[src/rtl/lighthouse_pulse_decoder_pkg.sv]
// lighthouse_pkg: shared types and constants for the lighthouse pulse decoder.
//
// Contents:
//   state_e        - pulse FSM states (LOW, HIGH, CLASSIFY)
//   pulse_class_e  - classification result of a measured pulse (SWEEP, SYNC, INVALID)
//   WIDTH_BITS     - width of the pulse-width counter
//   TIME_BITS      - width of the timestamp, reference and age counters
//   classify_width - maps a pulse width onto a pulse class
//   sync_code      - maps a sync pulse width onto its 3-bit code
package lighthouse_pkg;

  localparam int WIDTH_BITS = 13;
  localparam int TIME_BITS  = 20;

  // The width counter sticks at all-ones so very long pulses stay "too long".
  localparam logic [WIDTH_BITS-1:0] WIDTH_SAT = '1;

  typedef enum logic [1:0] {
    LOW,
    HIGH,
    CLASSIFY
  } state_e;

  typedef enum logic [1:0] {
    SWEEP,
    SYNC,
    INVALID
  } pulse_class_e;

  // Sweeps are short; syncs live in one window covering all eight codes
  // including tolerance; everything else is unclassifiable.
  function automatic pulse_class_e classify_width(input int width,
                                                  input int sweepMax,
                                                  input int syncLo,
                                                  input int syncHi);
    if (width <= sweepMax) begin
      return SWEEP;
    end else if ((width >= syncLo) && (width <= syncHi)) begin
      return SYNC;
    end else begin
      return INVALID;
    end
  endfunction

  // Code is the largest k whose lower threshold the width reaches.
  function automatic logic [2:0] sync_code(input int width,
                                           input int syncLo,
                                           input int syncStep);
    logic [2:0] n;
    n = 3'd0;
    for (int k = 1; k < 8; k++) begin
      if (width >= syncLo + k * syncStep) begin
        n = 3'(k);
      end
    end
    return n;
  endfunction

endpackage

[src/rtl/lighthouse_pulse_decoder_if.sv]
// lighthouse_pulse_decoder_if: sensor input and decoded-result outputs of the
// lighthouse pulse decoder.
//
// Signals:
//   sensor       - raw photodiode envelope (asynchronous, high during light)
//   sync_valid   - one-cycle pulse when a sync pulse is classified
//   sync_skip    - decoded skip bit of the last sync
//   sync_data    - decoded data bit of the last sync (OOTX stream)
//   sync_axis    - decoded axis bit of the last sync
//   sweep_valid  - one-cycle pulse when a sweep is timestamped
//   sweep_ticks  - clocks from reference sync rise to sweep rise
//   sweep_axis   - axis of the reference sync used for the sweep
//   pulse_error  - one-cycle pulse on an unclassifiable or unreferenced pulse
//
// Modports:
//   master - drives the sensor, observes the results (environment side)
//   slave  - the decoder itself
interface lighthouse_pulse_decoder_if;
  import lighthouse_pkg::*;

  logic                 sensor;
  logic                 sync_valid;
  logic                 sync_skip;
  logic                 sync_data;
  logic                 sync_axis;
  logic                 sweep_valid;
  logic [TIME_BITS-1:0] sweep_ticks;
  logic                 sweep_axis;
  logic                 pulse_error;

  modport master (
    output sensor,
    input  sync_valid, sync_skip, sync_data, sync_axis,
    input  sweep_valid, sweep_ticks, sweep_axis, pulse_error
  );

  modport slave (
    input  sensor,
    output sync_valid, sync_skip, sync_data, sync_axis,
    output sweep_valid, sweep_ticks, sweep_axis, pulse_error
  );

endinterface

[src/rtl/lighthouse_pulse_decoder_sync_filter.sv]
// pulse_sync_filter: brings the asynchronous sensor into the clock domain
// through a 2-FF synchronizer and, optionally, a glitch filter.
//
// Build option: define PULSE_GLITCH_FILTER_EN to enable the glitch filter,
// which changes the output level only after FILTER_DEPTH consecutive equal
// samples. Both edges are delayed by the same amount, so measured widths and
// timestamps are unchanged; pulses shorter than FILTER_DEPTH disappear.
//
// Ports:
//   clock    - system clock
//   reset    - synchronous active-high reset
//   sensor_i - raw asynchronous sensor level
//   level_o  - synchronized (and optionally filtered) sensor level
module pulse_sync_filter
`ifdef PULSE_GLITCH_FILTER_EN
  #(parameter int FILTER_DEPTH = 4)
`endif
  (
  input  logic clock,
  input  logic reset,
  input  logic sensor_i,
  output logic level_o
);

  logic sync1_q;
  logic sync2_q;

  // Two-stage synchronizer; the first stage may go metastable and is never
  // used for anything but feeding the second.
  always_ff @(posedge clock) begin
    if (reset) begin
      sync1_q <= 1'b0;
      sync2_q <= 1'b0;
    end else begin
      sync1_q <= sensor_i;
      sync2_q <= sync1_q;
    end
  end

`ifdef PULSE_GLITCH_FILTER_EN
  localparam int CW = (FILTER_DEPTH > 2) ? $clog2(FILTER_DEPTH) : 1;
  localparam logic [CW-1:0] CNT_LAST = CW'(FILTER_DEPTH - 1);

  logic          level_q;
  logic [CW-1:0] cnt_q;

  // Count consecutive samples that disagree with the current level; the
  // level flips on the FILTER_DEPTH-th one, and any agreeing sample restarts
  // the count, so short glitches never reach the output.
  always_ff @(posedge clock) begin
    if (reset) begin
      level_q <= 1'b0;
      cnt_q   <= '0;
    end else if (sync2_q == level_q) begin
      cnt_q <= '0;
    end else if (cnt_q == CNT_LAST) begin
      level_q <= sync2_q;
      cnt_q   <= '0;
    end else begin
      cnt_q <= cnt_q + 1'b1;
    end
  end

  assign level_o = level_q;
`else
  assign level_o = sync2_q;
`endif

endmodule

[src/rtl/lighthouse_pulse_decoder.sv]
// lighthouse_pulse_decoder: measures pulses on a lighthouse photodiode,
// classifies them as sync / sweep / invalid, decodes sync codes and
// timestamps sweeps against the most recent non-skip sync.
//
// Build option: PULSE_GLITCH_FILTER_EN enables the glitch filter inside
// pulse_sync_filter (FILTER_DEPTH samples); undefined means the plain
// synchronizer output is measured directly.
//
// Ports:
//   clock - system clock (50 MHz)
//   reset - synchronous active-high reset
//   pd    - lighthouse_pulse_decoder_if.slave: sensor in, decoded results out
module lighthouse_pulse_decoder
  import lighthouse_pkg::*;
#(
  parameter int SYNC_BASE    = 3125,
  parameter int SYNC_STEP    = 520,
  parameter int SYNC_TOL     = 260,
  parameter int SWEEP_MAX    = 1500,
  parameter int REF_TIMEOUT  = 1000000,
  parameter int FILTER_DEPTH = 4
) (
  input  logic                        clock,
  input  logic                        reset,
  lighthouse_pulse_decoder_if.slave   pd
);

  localparam int SYNC_LO = SYNC_BASE - SYNC_TOL;
  localparam int SYNC_HI = SYNC_BASE + 7 * SYNC_STEP + SYNC_TOL;
  localparam logic [TIME_BITS-1:0] AGE_LIMIT = TIME_BITS'(REF_TIMEOUT);

  logic sig;

`ifdef PULSE_GLITCH_FILTER_EN
  pulse_sync_filter #(
    .FILTER_DEPTH (FILTER_DEPTH)
  ) u_sync (
    .clock    (clock),
    .reset    (reset),
    .sensor_i (pd.sensor),
    .level_o  (sig)
  );
`else
  pulse_sync_filter u_sync (
    .clock    (clock),
    .reset    (reset),
    .sensor_i (pd.sensor),
    .level_o  (sig)
  );
`endif

  state_e                state_q;
  logic                  prev_q;
  logic [WIDTH_BITS-1:0] width_q;
  logic [WIDTH_BITS-1:0] width_d;
  logic [TIME_BITS-1:0]  time_q;
  logic [TIME_BITS-1:0]  rise_q;
  logic [TIME_BITS-1:0]  age_q;
  logic [TIME_BITS-1:0]  age_d;
  logic [TIME_BITS-1:0]  ref_time_q;
  logic                  ref_axis_q;
  logic                  ref_ok_q;
  logic [TIME_BITS-1:0]  ticks_d;
  pulse_class_e          pulse_cls;
  logic [2:0]            code;

  logic                  sync_valid_q;
  logic                  sync_skip_q;
  logic                  sync_data_q;
  logic                  sync_axis_q;
  logic                  sweep_valid_q;
  logic [TIME_BITS-1:0]  sweep_ticks_q;
  logic                  sweep_axis_q;
  logic                  pulse_error_q;

  // Saturating next values for the width and reference-age counters, plus
  // the classification of the width measured so far. Classification is
  // only acted on in the falling-edge cycle, when width_q is final.
  always_comb begin
    width_d   = (width_q == WIDTH_SAT) ? width_q : width_q + {{(WIDTH_BITS-1){1'b0}}, 1'b1};
    age_d     = (age_q == AGE_LIMIT) ? age_q : age_q + {{(TIME_BITS-1){1'b0}}, 1'b1};
    ticks_d   = rise_q - ref_time_q;
    pulse_cls = classify_width(int'(width_q), SWEEP_MAX, SYNC_LO, SYNC_HI);
    code      = sync_code(int'(width_q), SYNC_LO, SYNC_STEP);
  end

  // Pulse FSM with registered outputs. The result is registered on the
  // falling-edge cycle, so it is visible exactly while the FSM sits in
  // CLASSIFY. A later assignment in this block overrides the defaults at
  // its top (valid strobes cleared, age advancing, reference expiring).
  always_ff @(posedge clock) begin
    if (reset) begin
      state_q       <= LOW;
      prev_q        <= 1'b0;
      width_q       <= '0;
      time_q        <= '0;
      rise_q        <= '0;
      age_q         <= '0;
      ref_time_q    <= '0;
      ref_axis_q    <= 1'b0;
      ref_ok_q      <= 1'b0;
      sync_valid_q  <= 1'b0;
      sync_skip_q   <= 1'b0;
      sync_data_q   <= 1'b0;
      sync_axis_q   <= 1'b0;
      sweep_valid_q <= 1'b0;
      sweep_ticks_q <= '0;
      sweep_axis_q  <= 1'b0;
      pulse_error_q <= 1'b0;
    end else begin
      prev_q        <= sig;
      time_q        <= time_q + {{(TIME_BITS-1){1'b0}}, 1'b1};
      age_q         <= age_d;
      sync_valid_q  <= 1'b0;
      sweep_valid_q <= 1'b0;
      pulse_error_q <= 1'b0;

      if (age_q == AGE_LIMIT) begin
        ref_ok_q <= 1'b0;
      end

      unique case (state_q)
        LOW: begin
          if (sig && !prev_q) begin
            state_q <= HIGH;
            width_q <= {{(WIDTH_BITS-1){1'b0}}, 1'b1};
            rise_q  <= time_q;
          end
        end

        HIGH: begin
          if (!sig) begin
            state_q <= CLASSIFY;
            unique case (pulse_cls)
              SWEEP: begin
                if (ref_ok_q) begin
                  sweep_valid_q <= 1'b1;
                  sweep_ticks_q <= ticks_d;
                  sweep_axis_q  <= ref_axis_q;
                end else begin
                  pulse_error_q <= 1'b1;
                end
              end
              SYNC: begin
                sync_valid_q <= 1'b1;
                sync_skip_q  <= code[2];
                sync_data_q  <= code[1];
                sync_axis_q  <= code[0];
                // Only non-skip syncs mark the start of a sweep.
                if (!code[2]) begin
                  ref_time_q <= rise_q;
                  ref_axis_q <= code[0];
                  ref_ok_q   <= 1'b1;
                  age_q      <= '0;
                end
              end
              default: begin
                pulse_error_q <= 1'b1;
              end
            endcase
          end else begin
            width_q <= width_d;
          end
        end

        CLASSIFY: begin
          state_q <= LOW;
        end

        default: begin
          state_q <= LOW;
        end
      endcase
    end
  end

  assign pd.sync_valid  = sync_valid_q;
  assign pd.sync_skip   = sync_skip_q;
  assign pd.sync_data   = sync_data_q;
  assign pd.sync_axis   = sync_axis_q;
  assign pd.sweep_valid = sweep_valid_q;
  assign pd.sweep_ticks = sweep_ticks_q;
  assign pd.sweep_axis  = sweep_axis_q;
  assign pd.pulse_error = pulse_error_q;

endmodule
[src/flat_wrapper.sv]
// flat-port wrapper written by rule: the top's interface ports become plain ports
module lighthouse_pulse_decoder_flat import lighthouse_pkg::*;
#(
  parameter int SYNC_BASE    = 3125,
  parameter int SYNC_STEP    = 520,
  parameter int SYNC_TOL     = 260,
  parameter int SWEEP_MAX    = 1500,
  parameter int REF_TIMEOUT  = 1000000,
  parameter int FILTER_DEPTH = 4
)
  (clock, reset, pd_sensor, pd_sync_valid, pd_sync_skip, pd_sync_data, pd_sync_axis, pd_sweep_valid, pd_sweep_ticks, pd_sweep_axis, pd_pulse_error);
  lighthouse_pulse_decoder_if pd_i ();
  input  logic clock;
  input  logic reset;
  input wire logic [$bits(pd_i.sensor)-1:0] pd_sensor;
  output wire logic [$bits(pd_i.sync_valid)-1:0] pd_sync_valid;
  output wire logic [$bits(pd_i.sync_skip)-1:0] pd_sync_skip;
  output wire logic [$bits(pd_i.sync_data)-1:0] pd_sync_data;
  output wire logic [$bits(pd_i.sync_axis)-1:0] pd_sync_axis;
  output wire logic [$bits(pd_i.sweep_valid)-1:0] pd_sweep_valid;
  output wire logic [$bits(pd_i.sweep_ticks)-1:0] pd_sweep_ticks;
  output wire logic [$bits(pd_i.sweep_axis)-1:0] pd_sweep_axis;
  output wire logic [$bits(pd_i.pulse_error)-1:0] pd_pulse_error;
  assign pd_i.sensor = pd_sensor;
  assign pd_sync_valid = pd_i.sync_valid;
  assign pd_sync_skip = pd_i.sync_skip;
  assign pd_sync_data = pd_i.sync_data;
  assign pd_sync_axis = pd_i.sync_axis;
  assign pd_sweep_valid = pd_i.sweep_valid;
  assign pd_sweep_ticks = pd_i.sweep_ticks;
  assign pd_sweep_axis = pd_i.sweep_axis;
  assign pd_pulse_error = pd_i.pulse_error;
  lighthouse_pulse_decoder #(.SYNC_BASE(SYNC_BASE), .SYNC_STEP(SYNC_STEP), .SYNC_TOL(SYNC_TOL), .SWEEP_MAX(SWEEP_MAX), .REF_TIMEOUT(REF_TIMEOUT), .FILTER_DEPTH(FILTER_DEPTH)) u_core (.clock(clock), .reset(reset), .pd(pd_i));
endmodule
[config.mk]
export PLATFORM = sky130hd
export DESIGN_NAME = lighthouse_pulse_decoder_flat
export DESIGN_NICKNAME = d
export VERILOG_FILES = /design/src/rtl/lighthouse_pulse_decoder_pkg.sv /design/src/rtl/lighthouse_pulse_decoder_if.sv /design/src/rtl/lighthouse_pulse_decoder_sync_filter.sv /design/src/rtl/lighthouse_pulse_decoder.sv /design/src/flat_wrapper.sv
export SDC_FILE = /design/constraint.sdc
export NUM_CORES = 1
export LEC_CHECK = 0
export ABC_AREA = 1
export ABC_CLOCK_PERIOD_IN_PS = 2600
export CAP_MARGIN = 40
export CORE_ASPECT_RATIO = 1.2
export CORE_MARGIN = 5
export CORE_UTILIZATION = 46
export DETAILED_ROUTE_END_ITERATION = 7
export DONT_BUFFER_PORTS = 1
export HOLD_SLACK_MARGIN = 0.03
export PLACE_DENSITY = 0.72
export REMOVE_ABC_BUFFERS = 1
export SYNTH_ARGS = -nofsm -noshare
export SYNTH_HDL_FRONTEND = slang
export SYNTH_SLANG_ARGS = --single-unit
[constraint.sdc]
create_clock -name clock -period 2.6 [get_ports clock]
set_clock_uncertainty 0.2 [all_clocks]
set_input_delay 0.39 -clock clock [delete_from_list [all_inputs] [get_ports clock]]
set_output_delay 0.39 -clock clock [all_outputs]
set_load 0.05 [all_outputs]
==> out/results.txt, run 1 <==
Chip Height - 141.7 um
Area growth, synth to finish - 11.45%
XOR Share, Synth - 3.950%
Number of H-tree levels - 4
Yosys simple share - 29.66%
Comb pwr share - 9.0%
Worst path bufs/invs - 2
Most Crowded Layer GR - met2
Gr usage total - 19.08%
RSZ-0062 raised after global routing - false
Part of the cycle the worst path needs - 89.50%
Worst hold path class - primary input to flip-flop
Adder Area Share - 5.003%
Syn avg cell area - 7.025 um2
Invs w/o clock - 113
Ant. Diodes - 0
Slew at the pin with the worst max-slew slack - 675.4 ps
Tmin final - 2327 ps
Routability Congestion - 0.9406
R2r setup slk - 270 ps
Dominant Register Cell - dfxtp_1
Net Sw Power - 1.227 mW
First-pass GRT wire length - 26,750 um
Remaining Overflow, GRT - 0
GR Util met1 - 23.78%
Non-Clock Buffer Count - 11
Worst R2R Start - u_core.width_q[1]$_SDFFE_PP0P_
Hold Path Depth - 3
Tap Count - 175
Count of nets after finishing - 984
CP top delay family - simple AND/OR/NAND/NOR gates
Comb. pwr - 0.425 mW
Pleak - 3.147 nW
Setup TNS - 0 ps
Layout non-clock buf frac - 1.282%
Top Layout Cells - nand2_1 (219), dfxtp_1 (127), nor2_1 (118), inv_1 (107), a21oi_1 (76)
#FFs+latches synth - 127
HP Start - reset
Seq/total area - 34.29%
Final Hold Fails - 0
Synthesized area - 6653 um2
Critical path destination - u_core.age_q[19]$_SDFF_PP0_
Initial antenna violation count - 0
Synth cell types - 41
CP max-delay cell - dfxtp_1
Placed cell area - 6789 um2
P per Cell Area - 638.7 nW/um2
# IOs - 30
MaxCap Viol Count - 0
Clock slew at reported path FFs - 60 ps
Chip Width - 119.8 um
Clock buf count - 19
Final setup fails - 0
Status - completed
Core ar. - 14,290 um2
Ys cells - 947
Clock power share - 48.8%
OpenROAD warning count - 28
Routed vias - 5,985
Critical-path cell list - inv_1 > ha_1 > nand3_1 > nor2_2 > a31oi_1 > nand2_1 > nand3_4 > inv_2 > nand2_2 > nand2_2 > nor2_1
Sw Ratio - 25.90%
Internal power - 3.509 mW
Vias in the first global route - 5,770
F_max - 0.4297 GHz
CP Launch Point - u_core.width_q[1]$_SDFFE_PP0P_
Seq pwr - 2.00 mW
CTS resizes - 0
Post-route antenna net violation count - 0
Crit-path max FO - 20
Seq pwr share - 42.2%
Sequential cell area - 2542 um2
Pin count of the biggest net entering global routing - 38
Number of enable flip-flop cells - 0
GR Layer Usage met3 - 3.708%
Mux share - 0%
Vias per inst - 5.236
Largest class - logic gates
Initial DRC Count - 385
-- run 1: Yosys cell counts (3+ instances only) --
master | instances | area share (%)
o21ai_0 | 67 | 5.0
nor2_1 | 118 | 6.7
buf_2 | 6 | 0.45
nor3_1 | 15 | 1.1
a21o_1 | 5 | 0.56
inv_1 | 107 | 6.0
nor2_4 | 5 | 0.85
buf_6 | 6 | 1.0
nand4_1 | 12 | 1.1
or2_2 | 4 | 0.38
o21a_1 | 7 | 0.79
clkbuf_1 | 10 | 0.56
nand3b_1 | 4 | 0.45
dfxtp_1 | 127 | 38
nand2_2 | 4 | 0.38
xnor2_1 | 14 | 1.8
and3_1 | 3 | 0.28
nor3_2 | 4 | 0.60
o21ai_1 | 3 | 0.23
nand3_1 | 47 | 3.5
ha_1 | 25 | 4.7
xor2_1 | 16 | 2.1
nor4_1 | 6 | 0.56
a21oi_2 | 3 | 0.40
a31oi_1 | 8 | 0.75
inv_2 | 5 | 0.28
a21oi_1 | 76 | 5.7
nand2_1 | 219 | 12
nor2_2 | 4 | 0.38
o21bai_1 | 3 | 0.34
-- run 1: flip-flops by register name (all words and copies together), names as in the netlist, 2 cells and up --
signal                 flops
u_core.state_q             2
u_core.ref_time_q         20
u_core.time_q             20
u_core.pd.sweep_ticks     20
u_core.rise_q             20
u_core.age_q              20
u_core.width_q            13
-- run 1: stage by stage --
stage,hold slack [ps],setup WS [ps]
4_1_cts,138.7,124.2
2_1_floorplan,188.3,310.3
3_3_place_gp,201.4,175.5
5_1_grt,153.6,18.15
6_report,160.2,273.0
3_5_place_dp,202.7,157.7
-- run 1: layer usage --
layer / part of all wire, % / routed length (um) / up-vias
li1: - / - / 3092
met1: 46 / 7228 / 2738
met2: 47 / 7382 / 122
met3: 4.0 / 629 / 33
met4: 2.8 / 436 / 0
met5: 0 / 0 / -
### Cell outlines without signal wires, run 1

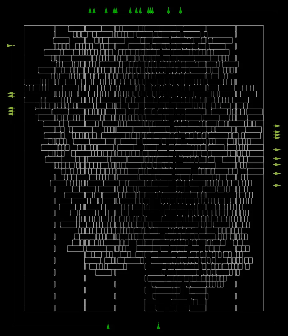
sequential cell count: 127
# rows: 48

### Cell sizes after repair, run 1

Drawn at 3 px/um.
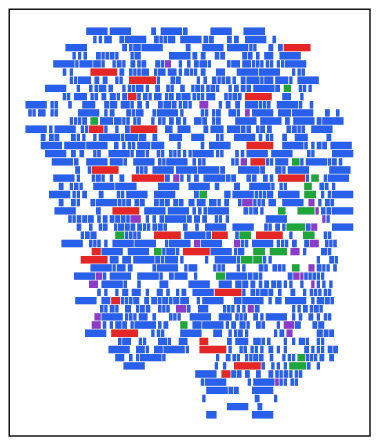
| size | colour | cells | share |
|---|---|---|---|
| _2 cells | purple | 28 | 2.9% |
| _0 and _1 cells | blue | 891 | 92% |
| _3 and _4 cells | green | 23 | 2.4% |
| _6 and larger | red | 26 | 2.7% |

### Signal wires by layer, run 1

Drawn at 3 px/um. Only two layers are drawn.
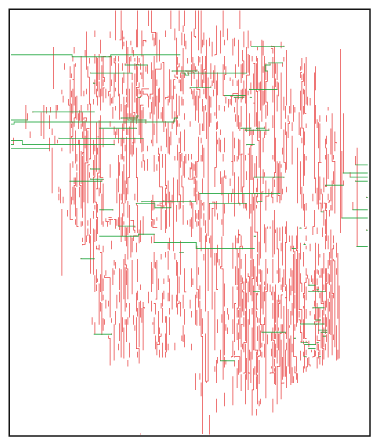
| layer | colour | wire length |
|---|---|---|
| metal 3 | green | 629 um |
| metal 2 | red | 7,380 um |

### Nets reached from selected ports, run 1

Drawn at 2 px/um.
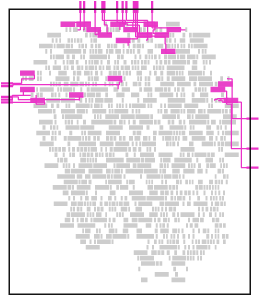
| port | colour | direction | end cells | buffers | wire |
|---|---|---|---|---|---|
| pd_sweep_ticks | magenta | output | 20 | 0 | 563 um |

### Pin map, run 1

Drawn at 3 px/um. Pins as bars across the die edge, other pins in grey.
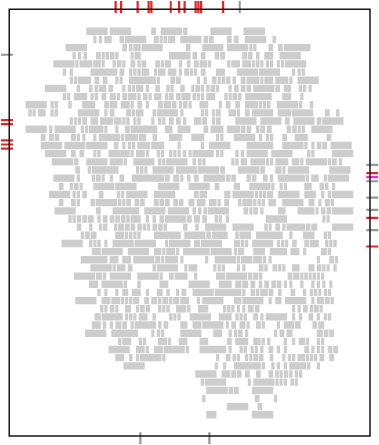

--- run 2 (diff from run 1) ---
--- a/config.mk
+++ b/config.mk
@@ -7,7 +7,7 @@
 export LEC_CHECK = 0
 export ABC_AREA = 1
 export ABC_CLOCK_PERIOD_IN_PS = 2600
-export CAP_MARGIN = 40
+export CAP_MARGIN = 10
 export CORE_ASPECT_RATIO = 1.2
 export CORE_MARGIN = 5
 export CORE_UTILIZATION = 46
@@ -15,7 +15,7 @@
 export DONT_BUFFER_PORTS = 1
 export HOLD_SLACK_MARGIN = 0.03
 export PLACE_DENSITY = 0.72
-export REMOVE_ABC_BUFFERS = 1
+export SLEW_MARGIN = 20
 export SYNTH_ARGS = -nofsm -noshare
 export SYNTH_HDL_FRONTEND = slang
 export SYNTH_SLANG_ARGS = --single-unit
### Pin map, run 2

Drawn at 3 px/um. Pins as bars across the die edge, other pins in grey.
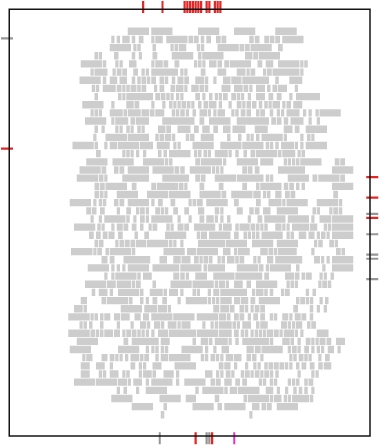
| port | colour | pins | direction | edge |
|---|---|---|---|---|
| pd_sweep_ticks | red | 20 | output | 14 top, 3 right, 2 bottom, 1 left |
| pd_sync_valid | magenta | 1 | output | bottom |
all pins by edge: 14 top, 8 right, 6 bottom, 2 left

### Cell outlines without signal wires, run 2

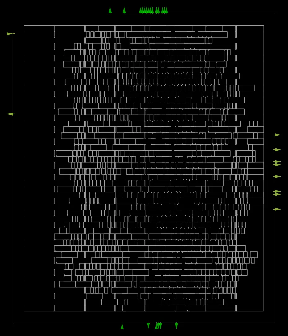
Layout Cells excl Fill: 1,158
Seq/total area: 33.73%
Util after Layout: 52.73%
Tap Count: 175
Core ar.: 14,290 um2

==> out/results.txt, run 2 <==
Largest area contributor in the synthesized netlist - dfxtp_1
# IOs - 30 (unchanged)
Part of the cycle the worst path needs - 94.21% (+4.7 points)
Tmin final - 2450 ps (+122.6 ps)
Slew at the pin with the worst max-slew slack - 977.7 ps (+302.3 ps)
Seq pwr - 2.00 mW (about the same)
Comb. pwr - 0.427 mW (about the same)
R2r setup slk - 150 ps (-120 ps)
Pleak - 3.214 nW (+2.1%)
Routed vias - 5,997 (+0.20%)
Ranking of synthesized cells by area - dfxtp_1 (38%), nand2_1 (12%), nor2_1 (6.7%), inv_1 (6.0%), a21oi_1 (5.7%)
Crit-path max FO - 4 (-80%)
OpenROAD warning count - 29 (+3.6%)
Area leader share - 38.22% (unchanged)
Sequential cell area - 2542 um2 (unchanged)
Count of nets after finishing - 999 (+1.5%)
Chip Height - 141.7 um (unchanged)
Pin count of the biggest net entering global routing - 35 (-7.9%)
Routability Congestion - 0.9695 (+3.1%)
Initial antenna violation count - 0 (unchanged)
Area growth, synth to finish - 13.30%
Remaining Overflow, GRT - 0 (unchanged)
Vias in the first global route - 5,632 (-2.4%)
Final setup margin - 150.4 ps (-122.6 ps)
Number of H-tree levels - 4 (unchanged)
CP max-delay cell - fa_2
Post-route antenna net violation count - 0 (unchanged)
First-pass GRT wire length - 26,020 um (-2.7%)
MaxCap Viol Count - 0 (unchanged)
Number of enable flip-flop cells - 0 (unchanged)
Setup TNS - 0 ps (unchanged)
Critical-path cell list - inv_1 > ha_1 > fa_2 > nor3_1 > nor2_1 > o21ai_0 > buf_4 > nand3_1 > nand3_1 > nand3_1 > nand2_1 > inv_1
Chip Width - 119.8 um (unchanged)
Dominant Register Cell - dfxtp_1
Status - completed
Place WS - 103.8 ps (-53.86 ps)
Seq pwr share - 41.9% (-0.3 points)
# rows - 48 (unchanged)
Synth cell types - 41 (unchanged)
Initial DRC Count - 434 (+13%)
Syn avg cell area - 7.025 um2 (unchanged)
Gr usage total - 18.68% (-0.40 points)
#FFs+latches synth - 127 (unchanged)
Vias per inst - 5.179 (-1.1%)
Synth top cells by count - nand2_1 (219), dfxtp_1 (127), nor2_1 (118)
[run 2: routing by layer]
layer / global-route usage [%] / up-vias / part of all wire (%)
met5: 0 / - / 0
met4: 7.358 / 0 / 2.6
met3: 4.226 / 35 / 4.1
met2: 32.02 / 116 / 48
met1: 22.77 / 2713 / 45
li1: - / 3133 / -
[run 2: kinds of logic (layout without fill, tap and decap cells)]
kind of cell,after synthesis,in the layout,share of synthesized area (%)
AND-OR/OR-AND,178,178,14.65
XOR/XNOR,30,30,3.950
adder cells (fa/ha/maj),26,26,5.003
buffers and inverters,136,171,8.520
flip-flops,127,127,38.22
AND/OR/NAND/NOR,450,451,29.66
[run 2: worst paths after layout]
| path | end | cells after the start | from |
|---|---|---|---|
| max | u_core.pd.sweep_ticks[16]$_SDFFE_PP0P_ | 12 | u_core.rise_q[0]$_SDFFE_PP0P_ |
| min | u_core.ref_axis_q$_SDFFE_PP0P_ | 4 | reset |
| max reg2reg | u_core.pd.sweep_ticks[16]$_SDFFE_PP0P_ | 12 | u_core.rise_q[0]$_SDFFE_PP0P_ |
| min reg2reg | u_core.u_sync.level_o$_SDFF_PP0_ | 2 | u_core.u_sync.sync1_q$_SDFF_PP0_ |
[run 2: area by class of cell]
cell class	count	share of cell area, %
inverter	113	5.627
clock buffer	20	5.926
timing repair buffer	26	2.822
multi-input combinational	685	47.18
sequential	127	33.73
clock inverter	12	1.809
tap	175	2.905
[run 2: what timing repair did]
item / 4_1_cts / 5_1_grt
endpoints found under the hold margin: 30 / 0
hold buffers: 2 / 0
resized: 0 / 1
setup endpoints to repair: 0 / 9
[run 2: worst max-delay path, delay by kind of cell, from the launching register on]
kind	cells	cell delay, ps
AND-OR/OR-AND	1	190
adder cells (fa/ha/maj)	2	650
buffers and inverters	3	290
flip-flops	1	360
AND/OR/NAND/NOR	6	650
--- run 3 (diff from run 2) ---
--- a/config.mk
+++ b/config.mk
@@ -15,6 +15,7 @@
 export DONT_BUFFER_PORTS = 1
 export HOLD_SLACK_MARGIN = 0.03
 export PLACE_DENSITY = 0.72
+export SKIP_LAST_GASP = 1
 export SLEW_MARGIN = 20
 export SYNTH_ARGS = -nofsm -noshare
 export SYNTH_HDL_FRONTEND = slang
### Nets reached from selected ports, run 3

Drawn at 2 px/um.
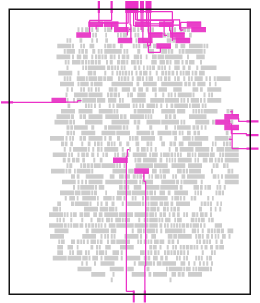
| port | colour | direction | end cells | buffers | wire |
|---|---|---|---|---|---|
| pd_sweep_ticks | magenta | output | 20 | 0 | 616 um |

==> out/results.txt, run 3 <==
Ranking of synthesized cells by area - dfxtp_1 (38%), nand2_1 (12%), nor2_1 (6.7%), inv_1 (6.0%), a21oi_1 (5.7%)
Remaining Overflow, GRT - 0 (unchanged)
Initial DRC Count - 434 (unchanged)
Clock sinks - 127
Pleak - 3.214 nW (unchanged)
Ys cells - 947
Pin count of the biggest net entering global routing - 35 (unchanged)
Synth top cells by count - nand2_1 (219), dfxtp_1 (127), nor2_1 (118)
CP Launch Point - u_core.rise_q[0]$_SDFFE_PP0P_
Maximum clock path buffer count - 2
Tmin final - 2450 ps (unchanged)
Number of enable flip-flop cells - 0 (unchanged)
Setup TNS - 0 ps (unchanged)
R2r setup slk - 150 ps (about the same)
#FFs+latches synth - 127 (unchanged)
Vias in the first global route - 5,632 (unchanged)
Critical path destination - u_core.pd.sweep_ticks[16]$_SDFFE_PP0P_
Area growth, synth to finish - 13.30% (unchanged)
Synth cell types - 41 (unchanged)
Hold Path Depth - 4 (unchanged)
Largest area contributor in the synthesized netlist - dfxtp_1
Dominant Register Cell - dfxtp_1
Clock slew at reported path FFs - 60 ps
MaxCap Viol Count - 0 (unchanged)
Reg2Reg Capture Point - u_core.pd.sweep_ticks[16]$_SDFFE_PP0P_
Syn avg cell area - 7.025 um2 (unchanged)
Post-CTS Setup Inserts - 0
Slew at the pin with the worst max-slew slack - 977.7 ps (unchanged)
HP Start - reset
# rows - 48 (unchanged)
Worst R2R Start - u_core.rise_q[0]$_SDFFE_PP0P_
Chip Height - 141.7 um (unchanged)
Initial antenna violation count - 0 (unchanged)
Yosys stat area - 6653 um2
Area leader share - 38.22% (unchanged)
Critical-path cell list - inv_1 > ha_1 > fa_2 > nor3_1 > nor2_1 > o21ai_0 > buf_4 > nand3_1 > nand3_1 > nand3_1 > nand2_1 > inv_1
Crit-path max FO - 4 (unchanged)
Vias per inst - 5.179 (unchanged)
Part of the cycle the worst path needs - 94.21% (unchanged)
# IOs - 30 (unchanged)
Post-route antenna net violation count - 0 (unchanged)
Number of H-tree levels - 4 (unchanged)
Most frequent CP cell - nand3_1
Layout cell share with drive strength beyond 1 - 9.156%
Full die area - 16,980 um2
OpenROAD warning count - 29 (unchanged)
Routed vias - 5,997 (unchanged)
CP max-delay cell - fa_2
Routability Congestion - 0.9695 (unchanged)
CP Data Arrival Time - 2560 ps
R2R cell count - 12 (unchanged)
Place WS - 103.8 ps (unchanged)
Chip Width - 119.8 um (unchanged)
First-pass GRT wire length - 26,020 um (unchanged)
Final setup margin - 150.4 ps (unchanged)
Sequential cell area - 2542 um2 (unchanged)
Count of nets after finishing - 999 (unchanged)
WHS Endpoint - u_core.ref_axis_q$_SDFFE_PP0P_
Gr usage total - 18.68% (unchanged)
Status - completed
Core ar. - 14,290 um2 (unchanged)
MI comb area - 3556 um2
### Signal wires by layer, run 3

Drawn at 3 px/um. Only two layers are drawn.
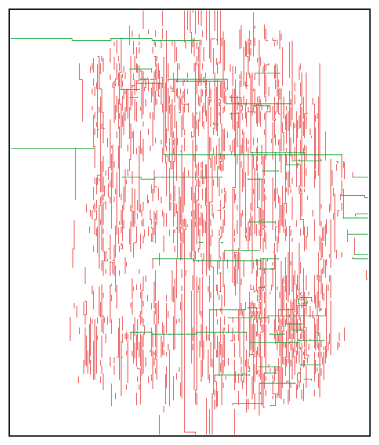
| layer | colour | wire length |
|---|---|---|
| metal 2 | red | 7,550 um |
| metal 3 | green | 651 um |

==> run 3: critical path: cells and delay by family, from the launching register on <==
family | cells | cell delay [ps]
compound gates | 1 | 190
fa+ha+maj | 2 | 650
buf+inv | 3 | 290
flops | 1 | 360
simple gates | 6 | 650
==> run 3: cell families after synthesis <==
| group | Yosys count | share of synthesized area (%) |
|---|---|---|
| AND/OR/NAND/NOR | 450 | 29.66 |
| AND-OR/OR-AND | 178 | 14.65 |
| buffers and inverters | 136 | 8.520 |
| flip-flops | 127 | 38.22 |
| XOR/XNOR | 30 | 3.950 |
| adder cells (fa/ha/maj) | 26 | 5.003 |
==> run 3: stage by stage <==
step | util (%) | instances
final | 52.73 | 1158
after global routing | 52.73 | 1158
after CTS | 52.64 | 1157
after detailed placement | 48.42 | 1123
after global placement | 48.42 | 1123
after floorplan | - | 947
==> run 3: metal layers <==
layer / global-route usage, % / share of wire [%]
met1: 22.77 / 45
met2: 32.02 / 48
met3: 4.226 / 4.1
met4: 7.358 / 2.6
met5: 0 / 0
==> run 3: timing repair <==
action / CTS / global route
hold endpoints to repair: 30 / 0
hold buffers: 2 / 0
gates resized: 0 / 1
endpoints found under the setup margin: 0 / 9
==> run 3: final cells by class <==
type	count	share of cell area [%]
Multi-Input combinational cell	685	47.18
Tap cell	175	2.905
Clock buffer	20	5.926
Inverter	113	5.627
Sequential cell	127	33.73
Timing Repair Buffer	26	2.822
Clock inverter	12	1.809
==> run 3: where the power goes <==
part / internal, mW / total (mW) / switching [mW]
logic: 0.160 / 0.427 / 0.267
clock network: 1.44 / 2.34 / 0.900
registers: 1.97 / 2.00 / 0.0246
No activity file was given, so power comes from the tool's default toggle rates.
